File: config.mk
export PLATFORM = sky130hd
export DESIGN_NAME = fifo_wr_scheduler_flat
export DESIGN_NICKNAME = d
export VERILOG_FILES = /design/src/rtl/pixfifo_pkg.sv /design/src/rtl/fifo_wr_scheduler_if.sv /design/src/rtl/rr_arbiter2.sv /design/src/rtl/fifo_wr_scheduler.sv /design/src/flat_wrapper.sv
export SDC_FILE = /design/constraint.sdc
export NUM_CORES = 1
export LEC_CHECK = 0
export CORE_ASPECT_RATIO = 0.8
export CORE_UTILIZATION = 34
export CTS_CLUSTER_SIZE = 40
export DETAILED_ROUTE_END_ITERATION = 8
export GPL_TIMING_DRIVEN = 0
export PLACE_DENSITY = 0.87
export SLEW_MARGIN = 10
export SYNTH_ARGS = -nofsm -noshare
export SYNTH_HDL_FRONTEND = slang
export SYNTH_SLANG_ARGS = --single-unit
export TNS_END_PERCENT = 30
File: constraint.sdc
create_clock -name clk_wr -period 3.4 [get_ports clk_wr]
set_clock_uncertainty 0.1 [all_clocks]
set_input_delay 0.68 -clock clk_wr [delete_from_list [all_inputs] [get_ports clk_wr]]
set_output_delay 0.68 -clock clk_wr [all_outputs]
set_load 0.01 [all_outputs]
File: src/rtl/pixfifo_pkg.sv
// pixfifo_pkg: shared types and defaults for the pixel FIFO write side.
package pixfifo_pkg;
  typedef enum logic [1:0] {IDLE, BURST, CLEAR} state_t;
  localparam int DEF_DATA_WIDTH = 12;
  localparam int DEF_BURST_LEN = 4;
  localparam int DEF_CLEAR_CYCLES = 2;
  localparam logic SRC_IMG = 1'b0;
  localparam logic SRC_OVL = 1'b1;
endpackage

File: src/rtl/fifo_wr_scheduler_if.sv
// fifo_wr_scheduler_if: source handshake and FIFO write-port bundle.
interface fifo_wr_scheduler_if #(parameter int DATA_WIDTH = pixfifo_pkg::DEF_DATA_WIDTH);
  logic                  frame_start;
  logic [1:0]            src_req;
  logic [1:0]            src_valid;
  logic [DATA_WIDTH-1:0] src_data0;
  logic [DATA_WIDTH-1:0] src_data1;
  logic [1:0]            src_gnt;
  logic [1:0]            src_ack;
  logic                  fifo_full;
  logic                  fifo_wren;
  logic [DATA_WIDTH-1:0] fifo_din;
  logic                  fifo_clear;
  logic                  burst_done;
  modport master (
    input  frame_start, src_req, src_valid, src_data0, src_data1, fifo_full,
    output src_gnt, src_ack, fifo_wren, fifo_din, fifo_clear, burst_done
  );
  modport slave (
    output frame_start, src_req, src_valid, src_data0, src_data1, fifo_full,
    input  src_gnt, src_ack, fifo_wren, fifo_din, fifo_clear, burst_done
  );
endinterface

File: src/rtl/rr_arbiter2.sv
// rr_arbiter2: two-way round-robin pick; on contention the previous loser wins.
module rr_arbiter2 (
  input  logic [1:0] req,
  input  logic       last_winner,
  output logic [1:0] winner
);
  assign winner = &req ? (last_winner ? 2'b01 : 2'b10) : req;
endmodule

File: src/rtl/fifo_wr_scheduler.sv
// fifo_wr_scheduler: burst-granted sharing of the pixel FIFO write port with frame-start clear sequencing.
module fifo_wr_scheduler
  import pixfifo_pkg::*;
#(
  parameter int DATA_WIDTH   = DEF_DATA_WIDTH,
  parameter int BURST_LEN    = DEF_BURST_LEN,
  parameter int CLEAR_CYCLES = DEF_CLEAR_CYCLES
) (
  input logic clk_wr,
  input logic rst_n,
  fifo_wr_scheduler_if.master bus
);
  localparam int CW = $clog2(BURST_LEN);
  localparam int KW = $clog2(CLEAR_CYCLES + 1);
  state_t state, state_nxt;
  logic [1:0] gnt, gnt_nxt, win;
  logic [CW-1:0] cnt, cnt_nxt;
  logic [KW-1:0] clr_cnt, clr_cnt_nxt;
  logic last, last_nxt, done, done_nxt;
  logic s, wr, fin;
  logic [DATA_WIDTH-1:0] sel_data;
  rr_arbiter2 u_arb (.req(bus.src_req), .last_winner(last), .winner(win));
  assign s = gnt[SRC_OVL];
  // frame_start pre-empts any write in the same cycle
  assign wr = (state == BURST) & bus.src_valid[s] & ~bus.fifo_full & ~bus.frame_start;
  assign fin = wr ? cnt == CW'(BURST_LEN - 1) : ~bus.src_req[s];
  assign sel_data = s ? bus.src_data1 : bus.src_data0;
  always_comb begin
    state_nxt   = state;
    gnt_nxt     = gnt;
    cnt_nxt     = cnt;
    clr_cnt_nxt = clr_cnt;
    last_nxt    = last;
    done_nxt    = 1'b0;
    if (bus.frame_start) begin
      state_nxt   = CLEAR;
      gnt_nxt     = 2'b00;
      cnt_nxt     = '0;
      clr_cnt_nxt = '0;
    end else begin
      case (state)
        IDLE: if (|bus.src_req) begin
          state_nxt = BURST;
          gnt_nxt   = win;
          cnt_nxt   = '0;
        end
        BURST: begin
          cnt_nxt = cnt + CW'(wr);
          if (fin) begin
            state_nxt = IDLE;
            gnt_nxt   = 2'b00;
            cnt_nxt   = '0;
            last_nxt  = s;
            done_nxt  = 1'b1;
          end
        end
        CLEAR: begin
          clr_cnt_nxt = clr_cnt + KW'(1);
          if (clr_cnt == KW'(CLEAR_CYCLES - 1)) begin
            state_nxt   = IDLE;
            clr_cnt_nxt = '0;
          end
        end
        default: state_nxt = IDLE;
      endcase
    end
  end
  always_ff @(posedge clk_wr) begin
    if (!rst_n) begin
      state   <= IDLE;
      gnt     <= 2'b00;
      cnt     <= '0;
      clr_cnt <= '0;
      last    <= SRC_OVL;
      done    <= 1'b0;
    end else begin
      state   <= state_nxt;
      gnt     <= gnt_nxt;
      cnt     <= cnt_nxt;
      clr_cnt <= clr_cnt_nxt;
      last    <= last_nxt;
      done    <= done_nxt;
    end
  end
  assign bus.src_gnt    = gnt;
  assign bus.src_ack    = wr ? gnt : 2'b00;
  assign bus.fifo_wren  = wr;
  assign bus.fifo_din   = |gnt ? sel_data : '0;
  assign bus.fifo_clear = state == CLEAR;
  assign bus.burst_done = done;
endmodule

File: src/flat_wrapper.sv
// flat-port wrapper written by rule: the top's interface ports become plain ports
module fifo_wr_scheduler_flat import pixfifo_pkg::*;
#(
  parameter int DATA_WIDTH   = DEF_DATA_WIDTH,
  parameter int BURST_LEN    = DEF_BURST_LEN,
  parameter int CLEAR_CYCLES = DEF_CLEAR_CYCLES
)
  (clk_wr, rst_n, bus_frame_start, bus_src_req, bus_src_valid, bus_src_data0, bus_src_data1, bus_fifo_full, bus_src_gnt, bus_src_ack, bus_fifo_wren, bus_fifo_din, bus_fifo_clear, bus_burst_done);
  fifo_wr_scheduler_if #(.DATA_WIDTH(DATA_WIDTH)) bus_i ();
  input logic clk_wr;
  input logic rst_n;
  input wire logic [$bits(bus_i.frame_start)-1:0] bus_frame_start;
  input wire logic [$bits(bus_i.src_req)-1:0] bus_src_req;
  input wire logic [$bits(bus_i.src_valid)-1:0] bus_src_valid;
  input wire logic [$bits(bus_i.src_data0)-1:0] bus_src_data0;
  input wire logic [$bits(bus_i.src_data1)-1:0] bus_src_data1;
  input wire logic [$bits(bus_i.fifo_full)-1:0] bus_fifo_full;
  output wire logic [$bits(bus_i.src_gnt)-1:0] bus_src_gnt;
  output wire logic [$bits(bus_i.src_ack)-1:0] bus_src_ack;
  output wire logic [$bits(bus_i.fifo_wren)-1:0] bus_fifo_wren;
  output wire logic [$bits(bus_i.fifo_din)-1:0] bus_fifo_din;
  output wire logic [$bits(bus_i.fifo_clear)-1:0] bus_fifo_clear;
  output wire logic [$bits(bus_i.burst_done)-1:0] bus_burst_done;
  assign bus_i.frame_start = bus_frame_start;
  assign bus_i.src_req = bus_src_req;
  assign bus_i.src_valid = bus_src_valid;
  assign bus_i.src_data0 = bus_src_data0;
  assign bus_i.src_data1 = bus_src_data1;
  assign bus_i.fifo_full = bus_fifo_full;
  assign bus_src_gnt = bus_i.src_gnt;
  assign bus_src_ack = bus_i.src_ack;
  assign bus_fifo_wren = bus_i.fifo_wren;
  assign bus_fifo_din = bus_i.fifo_din;
  assign bus_fifo_clear = bus_i.fifo_clear;
  assign bus_burst_done = bus_i.burst_done;
  fifo_wr_scheduler #(.DATA_WIDTH(DATA_WIDTH), .BURST_LEN(BURST_LEN), .CLEAR_CYCLES(CLEAR_CYCLES)) u_core (.clk_wr(clk_wr), .rst_n(rst_n), .bus(bus_i));
endmodule
==> run_1/congestion.png <==
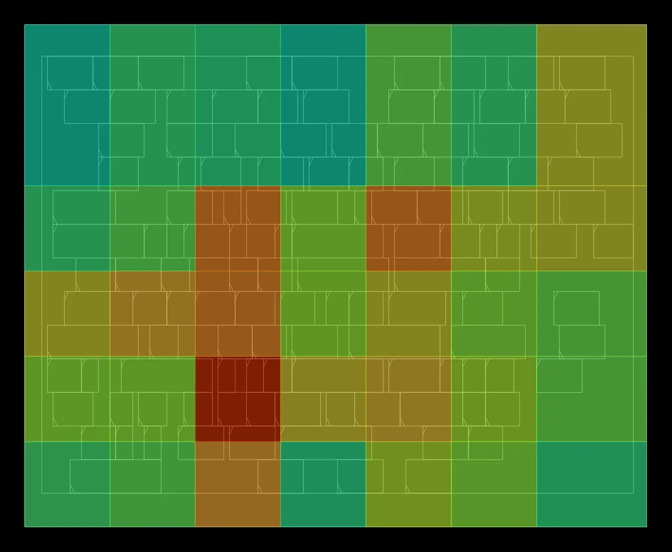
GR Util met1: 25.8%
met2 Resource Use GR: 35.3%
drt wl/cell: 14.0 um

==> run_1/layer_met3.png <==
(6 px per um)
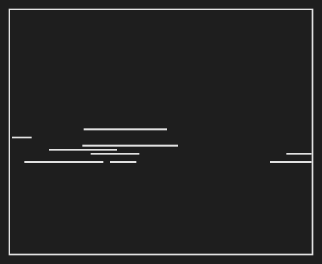
8 nets have wire on it. The layer holds 3.8% of the routed length. The longest straight run is 15.6 um. The wires run mostly horizontal. The layer carries 78.7 um of wire.
vias: 756
met3 usage: 4.44%

==> run_1/sizes.png <==
(10 px per um)
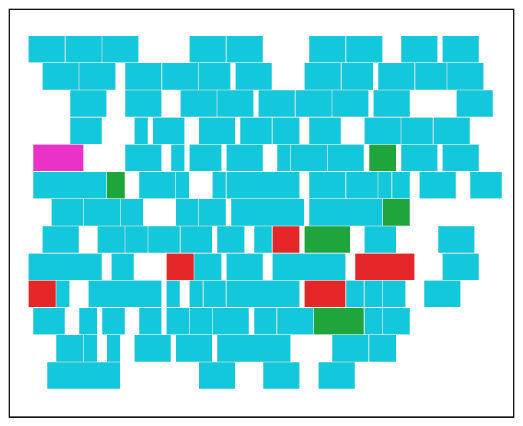
_6 and larger: marked magenta, cells 1. _0 and _1 cells: marked cyan, cells 114. _3 and _4 cells: marked red, cells 5. _2 cells: marked green, cells 5.
Final Cell Area: 1200 um2
bufs w/o clock: 53

==> out/metrics.yaml, run 1 <==
run_status:
  outcome: "complete, no violations"
setup_path:
  path_max_fanout: 5
  timing.rr.end: "u_core.cnt[1]"
  reg2reg_slack_ns: 1.63
  endpoint_kind: "output port"
  crit_chain: "clkdlybuf4s50_1 -> or3b_4 -> nor3_4 -> and2_2 -> clkdlybuf4s50_1"
  path_depth: 5
  cp_slowest_stage_delay_ns: 0.54
  start_kind: "input pin"
  arrival_ns: 2.55
  startpoint: "bus_frame_start"
power:
  power.density_nw_per_um2: 268
  p_seq_share_pct: 38.8
  p_clk_mw: 0.106
  maxPowerGroup: "sequential cells"
  combPwrFrac_pct: 28.2
  p_int_mw: 0.243
final_timing:
  hold_viol_final: 0
  setup_tns_ns: 0
  finalClockPeriodUsage_pct: 98.1
  worst_slack_ns: 0.0653
  holdWs_ns: 0.334
min_path:
  whs_endpoint: "u_core.clr_cnt[1]"
  holdCritPathClass: "reg -> reg"
placed_design:
  place.detailed.hpwl_mm: 1.69
  place_inst: 143
  placed_cell_area_um2: 1160
synthesis:
  syn_nets: 103
  synth_area_leader_cell: "dfxtp_1"
  yosys.stat.seqShare_pct: 31.6
  yosysCellCount: 71
  topCellsByArea: "dfxtp_1 (32%), a22o_1 (17%), a211oi_1 (5.9%)"
  synthArstFlopShare_pct: 0
  flop_cell: "dfxtp_1"
  syn_area_um2: 634
  top_cell_area_share_pct: 31.6
  ys_sh_xor_pct: 2.76
  synth-seq-cells: 10
  synthTopCellsByCount: "a22o_1 (12), dfxtp_1 (10), a211oi_1 (5), nor2_1 (5), nor2b_1 (5)"
  syn_avg_cell_area_um2: 8.93
  ys_sh_mux_pct: 5.33
final_layout:
  nets: 158
  logic_gate_count: 57
  lay_top_count: "clkdlybuf4s50_1"
  area_growth_pct: 89.0
  finalNonFillerCells: 147
  nClkBuffers: 4
  seq_cells: 10
  final-clk-cell-share_pct: 3.03
  fillers: 149
  final_core_util_pct: 70.9
clock_network:
  clk_path_buf_depth: 2
  clkSinkCount: 10
  clkLatencyLatePin_ns: 0.27
  numCtsBuffers: 3
  cts_resized: 0
  cts_tree: "built"
  clk_pin_slew_worst_paths_ns: 0.06
floorplanning:
  n_tap_cell: 22
  initial_core_util_pct: 37.5
  die_w_um: 50.3
route:
  met3_length_um: 78
  top_layer: "met4"
  first_pass_iters: 4
  wirelength_met1_um: 894
==> run_1/logic_types.png <==
(10 px per um)
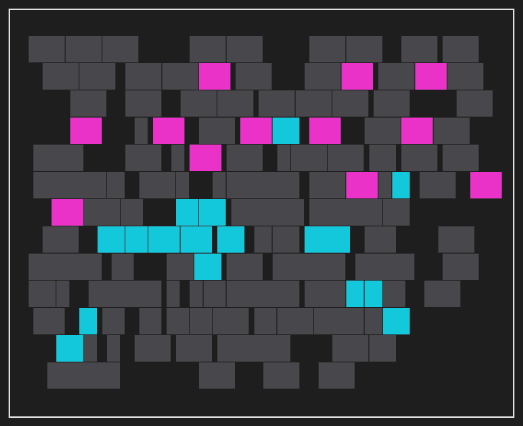

## Run 2: what changed since run 1
--- a/config.mk
+++ b/config.mk
@@ -10,7 +10,7 @@
 export CTS_CLUSTER_SIZE = 40
 export DETAILED_ROUTE_END_ITERATION = 8
 export GPL_TIMING_DRIVEN = 0
-export PLACE_DENSITY = 0.87
+export PLACE_DENSITY = 0.83
 export SLEW_MARGIN = 10
 export SYNTH_ARGS = -nofsm -noshare
 export SYNTH_HDL_FRONTEND = slang
==> run_2/logic_types.png <==
(10 px per um)
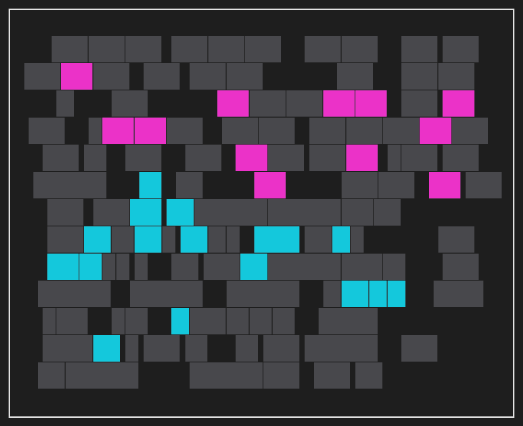
aoi and oai cells: marked cyan, cells 16. non-inverting ao/oa cells: marked magenta, cells 12.
Commonest Layout Cell: clkdlybuf4s50_1
Non-Filler Instances: 147
logic share of the area: 34.9%

==> run 2 against run 1 <==
Against the previous run:
- synthesized area unchanged
- synthesized cell count unchanged
- largest cell class unchanged
- sequential share of layout area unchanged
- sequential cell count unchanged
- register-to-register slack got worse by 0.02 ns
- critical path type unchanged
==> out/metrics.yaml, run 2 <==
run_status:
  outcome: "complete, no violations"  # unchanged
final_layout:
  logic_gate_count: 57  # unchanged
  nets: 158  # unchanged
  final-clk-cell-share_pct: 3.03  # unchanged
  area_growth_pct: 89.0  # unchanged
  final_core_util_pct: 70.9  # unchanged
  signal_buffers: 53  # unchanged
  finalInstanceArea_um2: 1200  # unchanged
  seq_share_pct: 16.7  # unchanged
  final-nonclk-buf-share_pct: 42.8  # unchanged
setup_path:
  arrival_ns: 2.55  # about the same
  path_max_fanout: 5  # unchanged
  path_depth: 5  # unchanged
  timing.rr.end: "u_core.bus.src_gnt[1]"  # was u_core.cnt[1]
  startpoint: "bus_frame_start"  # unchanged
  endpoint_kind: "output port"  # unchanged
  reg2reg_slack_ns: 1.61  # was 1.63 ns
  crit_chain: "clkdlybuf4s50_1 -> or3b_4 -> nor3_4 -> and2_2 -> clkdlybuf4s50_1"  # unchanged
  start_kind: "input pin"  # unchanged
  cp_slowest_stage_delay_ns: 0.53  # was 0.54 ns
clock_network:
  clk_pin_slew_worst_paths_ns: 0.06  # about the same
  numCtsBuffers: 3  # unchanged
  cts_tree: "built"  # unchanged
  cts_resized: 0  # unchanged
  clk_path_buf_depth: 2  # unchanged
  clkSinkCount: 10  # unchanged
  clkLatencyLatePin_ns: 0.28  # was 0.27 ns
placed_design:
  place_inst: 143  # unchanged
  placed_cell_area_um2: 1160  # unchanged
  place.detailed.hpwl_mm: 1.61  # was 1.69 mm
power:
  p_seq_share_pct: 38.5  # was 38.8%
  p_int_mw: 0.243  # about the same
  maxPowerGroup: "sequential cells"  # unchanged
  power.density_nw_per_um2: 271  # was 268 nW/um2
  p_clk_mw: 0.109  # was 0.106 mW
  combPwrFrac_pct: 27.8  # was 28.2%
min_path:
  whs_endpoint: "u_core.clr_cnt[1]"  # unchanged
  holdCritPathClass: "reg -> reg"  # unchanged
route:
  met3_length_um: 125  # was 78 um
  wirelength_met1_um: 921  # was 894 um
  first_pass_iters: 5  # was 4
  routedWlPerCell_um: 13.7  # was 14.0 um
  num_vias: 747  # was 756
synthesis:
  syn_area_um2: 634  # unchanged
  synthTopCellsByCount: "a22o_1 (12), dfxtp_1 (10), a211oi_1 (5), nor2_1 (5), nor2b_1 (5)"  # unchanged
  ys_types: 28  # unchanged
  yosysCellCount: 71  # unchanged
  syn_nets: 103  # unchanged
  yosys.stat.seqShare_pct: 31.6  # unchanged
  syn_avg_cell_area_um2: 8.93  # unchanged
  topCellsByArea: "dfxtp_1 (32%), a22o_1 (17%), a211oi_1 (5.9%)"  # unchanged
  ys_sh_mux_pct: 5.33  # unchanged
  synth_area_leader_cell: "dfxtp_1"  # unchanged
  synthArstFlopShare_pct: 0  # unchanged
  ys_sh_xor_pct: 2.76  # unchanged
  synth-seq-cells: 10  # unchanged
  top_cell_area_share_pct: 31.6  # unchanged
grt:
  use_met3_pct: 6.67  # was 4.44%
  met1_usage_pct: 25.9  # was 25.8%
  top_usage_layer: "met2"  # unchanged
  grt_use_met2_pct: 28.7  # was 35.3%
floorplanning:
  rows: 13  # unchanged
  die_w_um: 50.3  # unchanged
  initial_core_util_pct: 37.5  # unchanged
  n_tap_cell: 22  # unchanged
final_timing:
  finalClockPeriodUsage_pct: 97.9  # was 98.1%
  worst_slack_ns: 0.0710  # was 0.0653 ns
  hold_viol_final: 0  # unchanged
  holdWs_ns: 0.337  # was 0.334 ns
==> run_2/layer_met3.png <==
(6 px per um)
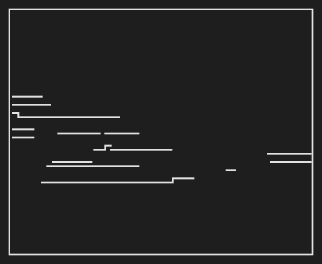

## Run 3: what changed since run 2
--- a/config.mk
+++ b/config.mk
@@ -6,13 +6,13 @@
 export NUM_CORES = 1
 export LEC_CHECK = 0
 export CORE_ASPECT_RATIO = 0.8
-export CORE_UTILIZATION = 34
+export CORE_UTILIZATION = 29
 export CTS_CLUSTER_SIZE = 40
 export DETAILED_ROUTE_END_ITERATION = 8
 export GPL_TIMING_DRIVEN = 0
-export PLACE_DENSITY = 0.83
+export PLACE_DENSITY = 0.75
 export SLEW_MARGIN = 10
 export SYNTH_ARGS = -nofsm -noshare
 export SYNTH_HDL_FRONTEND = slang
 export SYNTH_SLANG_ARGS = --single-unit
-export TNS_END_PERCENT = 30
+export TNS_END_PERCENT = 10
==> constraint.sdc (replaced) <==
create_clock -name clk_wr -period 2.7 [get_ports clk_wr]
set_clock_uncertainty 0.1 [all_clocks]
set_input_delay 0.54 -clock clk_wr [delete_from_list [all_inputs] [get_ports clk_wr]]
set_output_delay 0.54 -clock clk_wr [all_outputs]
set_load 0.01 [all_outputs]
==> run_3/layer_met3.png <==
(4 px per um)
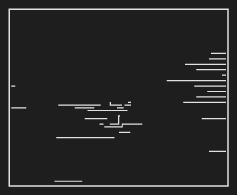
WL final: 2.25 mm
met3 usage: 5.96%
vias: 787

==> run 3 against run 2 <==
Against the previous run:
- final area is 0.31% higher
- setup slack better by 0.020 ns
- clock power is 6% lower
- total power increased by 15%
- combinational power rose by 26%
- die area grew 16%
- sequential share of layout area shrank 0.052 points
- critical path type is now reg -> out
- critical endpoint is now bus_fifo_din[8]
==> out/metrics.yaml, run 3 <==
final_layout:
  signal_buffers: 55  # was 53
  finalNonFillerCells: 150  # was 147
  seq_cells: 10  # unchanged
  lay_top_count: "clkdlybuf4s50_1"  # unchanged
  final-nonclk-buf-share_pct: 43.9  # was 42.8%
  fillers: 177  # was 141
  finalInstanceArea_um2: 1200  # about the same
  area_growth_pct: 89.5  # was 89.0%
  logic_gate_count: 57  # unchanged
  final_core_util_pct: 61.3  # was 70.9%
  seq_share_pct: 16.6  # was 16.7%
  nets: 160  # was 158
  final-clk-cell-share_pct: 1.87  # was 3.03%
  nClkBuffers: 3  # was 4
  comb_share_pct: 34.8  # was 34.9%
setup_path:
  cp-endpoint: "bus_fifo_din[8]"  # was bus_src_ack[1]
  path_max_fanout: 10  # was 5
  arrival_ns: 1.97  # was 2.55 ns
  crit_chain: "buf_2 -> clkbuf_1 -> a22o_1 -> clkdlybuf4s50_1"  # was clkdlybuf4s50_1 -> or3b_4 -> nor3_4 -> and2_2 -> clkdlybuf4s50_1
  start_kind: "register"  # was input pin
  reg2reg_slack_ns: 0.86  # was 1.61 ns
  cp_num_buf_inv: 3  # was 2
  r2r-start: "u_core.bus.src_gnt[1]"  # unchanged
  cp_slowest_stage_delay_ns: 0.55  # was 0.53 ns
  timing.rr.end: "u_core.bus.src_gnt[1]"  # unchanged
  startpoint: "u_core.bus.src_gnt[1]"  # was bus_frame_start
  path_depth: 4  # was 5
min_path:
  holdCritPathClass: "reg -> reg"  # unchanged
  whs_endpoint: "u_core.clr_cnt[1]"  # unchanged
  hold_depth: 2  # unchanged
floorplanning:
  die_w_um: 54.3  # was 50.3 um
  initial_core_util_pct: 32.3  # was 37.5%
  rows: 14  # was 13
synthesis:
  ys_sh_xor_pct: 2.76  # unchanged
  flop_cell: "dfxtp_1"  # unchanged
  synthTopCellsByCount: "a22o_1 (12), dfxtp_1 (10), a211oi_1 (5), nor2_1 (5), nor2b_1 (5)"  # unchanged
  yosys.stat.seqShare_pct: 31.6  # unchanged
  synth_area_leader_cell: "dfxtp_1"  # unchanged
  syn_nets: 103  # unchanged
  synth-seq-cells: 10  # unchanged
  ys_types: 28  # unchanged
  simple_gate_area_share_pct: 23.1  # unchanged
  ys_sh_mux_pct: 5.33  # unchanged
  syn_avg_cell_area_um2: 8.93  # unchanged
  synthArstFlopShare_pct: 0  # unchanged
  top_cell_area_share_pct: 31.6  # unchanged
  topCellsByArea: "dfxtp_1 (32%), a22o_1 (17%), a211oi_1 (5.9%)"  # unchanged
  syn_area_um2: 634  # unchanged
  yosysCellCount: 71  # unchanged
final_timing:
  finalClockPeriodUsage_pct: 96.6
  hold_viol_final: 0  # unchanged
  worst_slack_ns: 0.0915  # was 0.0710 ns
  holdWs_ns: 0.352  # was 0.337 ns
  clock.fmax_mhz: 383
clock_network:
  clkSinkCount: 10  # unchanged
  numCtsBuffers: 3  # unchanged
  clk_path_buf_depth: 2  # unchanged
  clk_pin_slew_worst_paths_ns: 0.06  # about the same
  cts_tree: "built"  # unchanged
  clkLatencyLatePin_ns: 0.26  # was 0.28 ns
  cts_resized: 4  # was 0
placed_design:
  place.detailed.hpwl_mm: 1.73  # was 1.61 mm
  place_inst: 145  # was 143
  placed_cell_area_um2: 1160  # about the same
grt:
  met1_usage_pct: 26.4  # was 25.9%
  grt_overflow: 0  # unchanged
  grt_use_met2_pct: 30.7  # was 28.7%
  top_usage_layer: "met2"  # unchanged
route:
  wirelength_met1_mm: 1.02  # was 921 um
  met3_length_um: 157  # was 125 um
  first_pass_iters: 6  # was 5
  routedWlPerCell_um: 15.0  # was 13.7 um
  top_layer: "met4"  # was met3
power:
  p_clk_mw: 0.102  # was 0.109 mW
  p_int_mw: 0.276  # was 0.243 mW
  combPwrFrac_pct: 30.5  # was 27.8%
  ir_drop_mv: 0.243  # was 0.389 mV
  power.density_nw_per_um2: 311  # was 271 nW/um2
  maxPowerGroup: "sequential cells"  # unchanged
run_status:
  outcome: "complete, no violations"  # unchanged
Power is estimated from default activity; no workload was simulated.
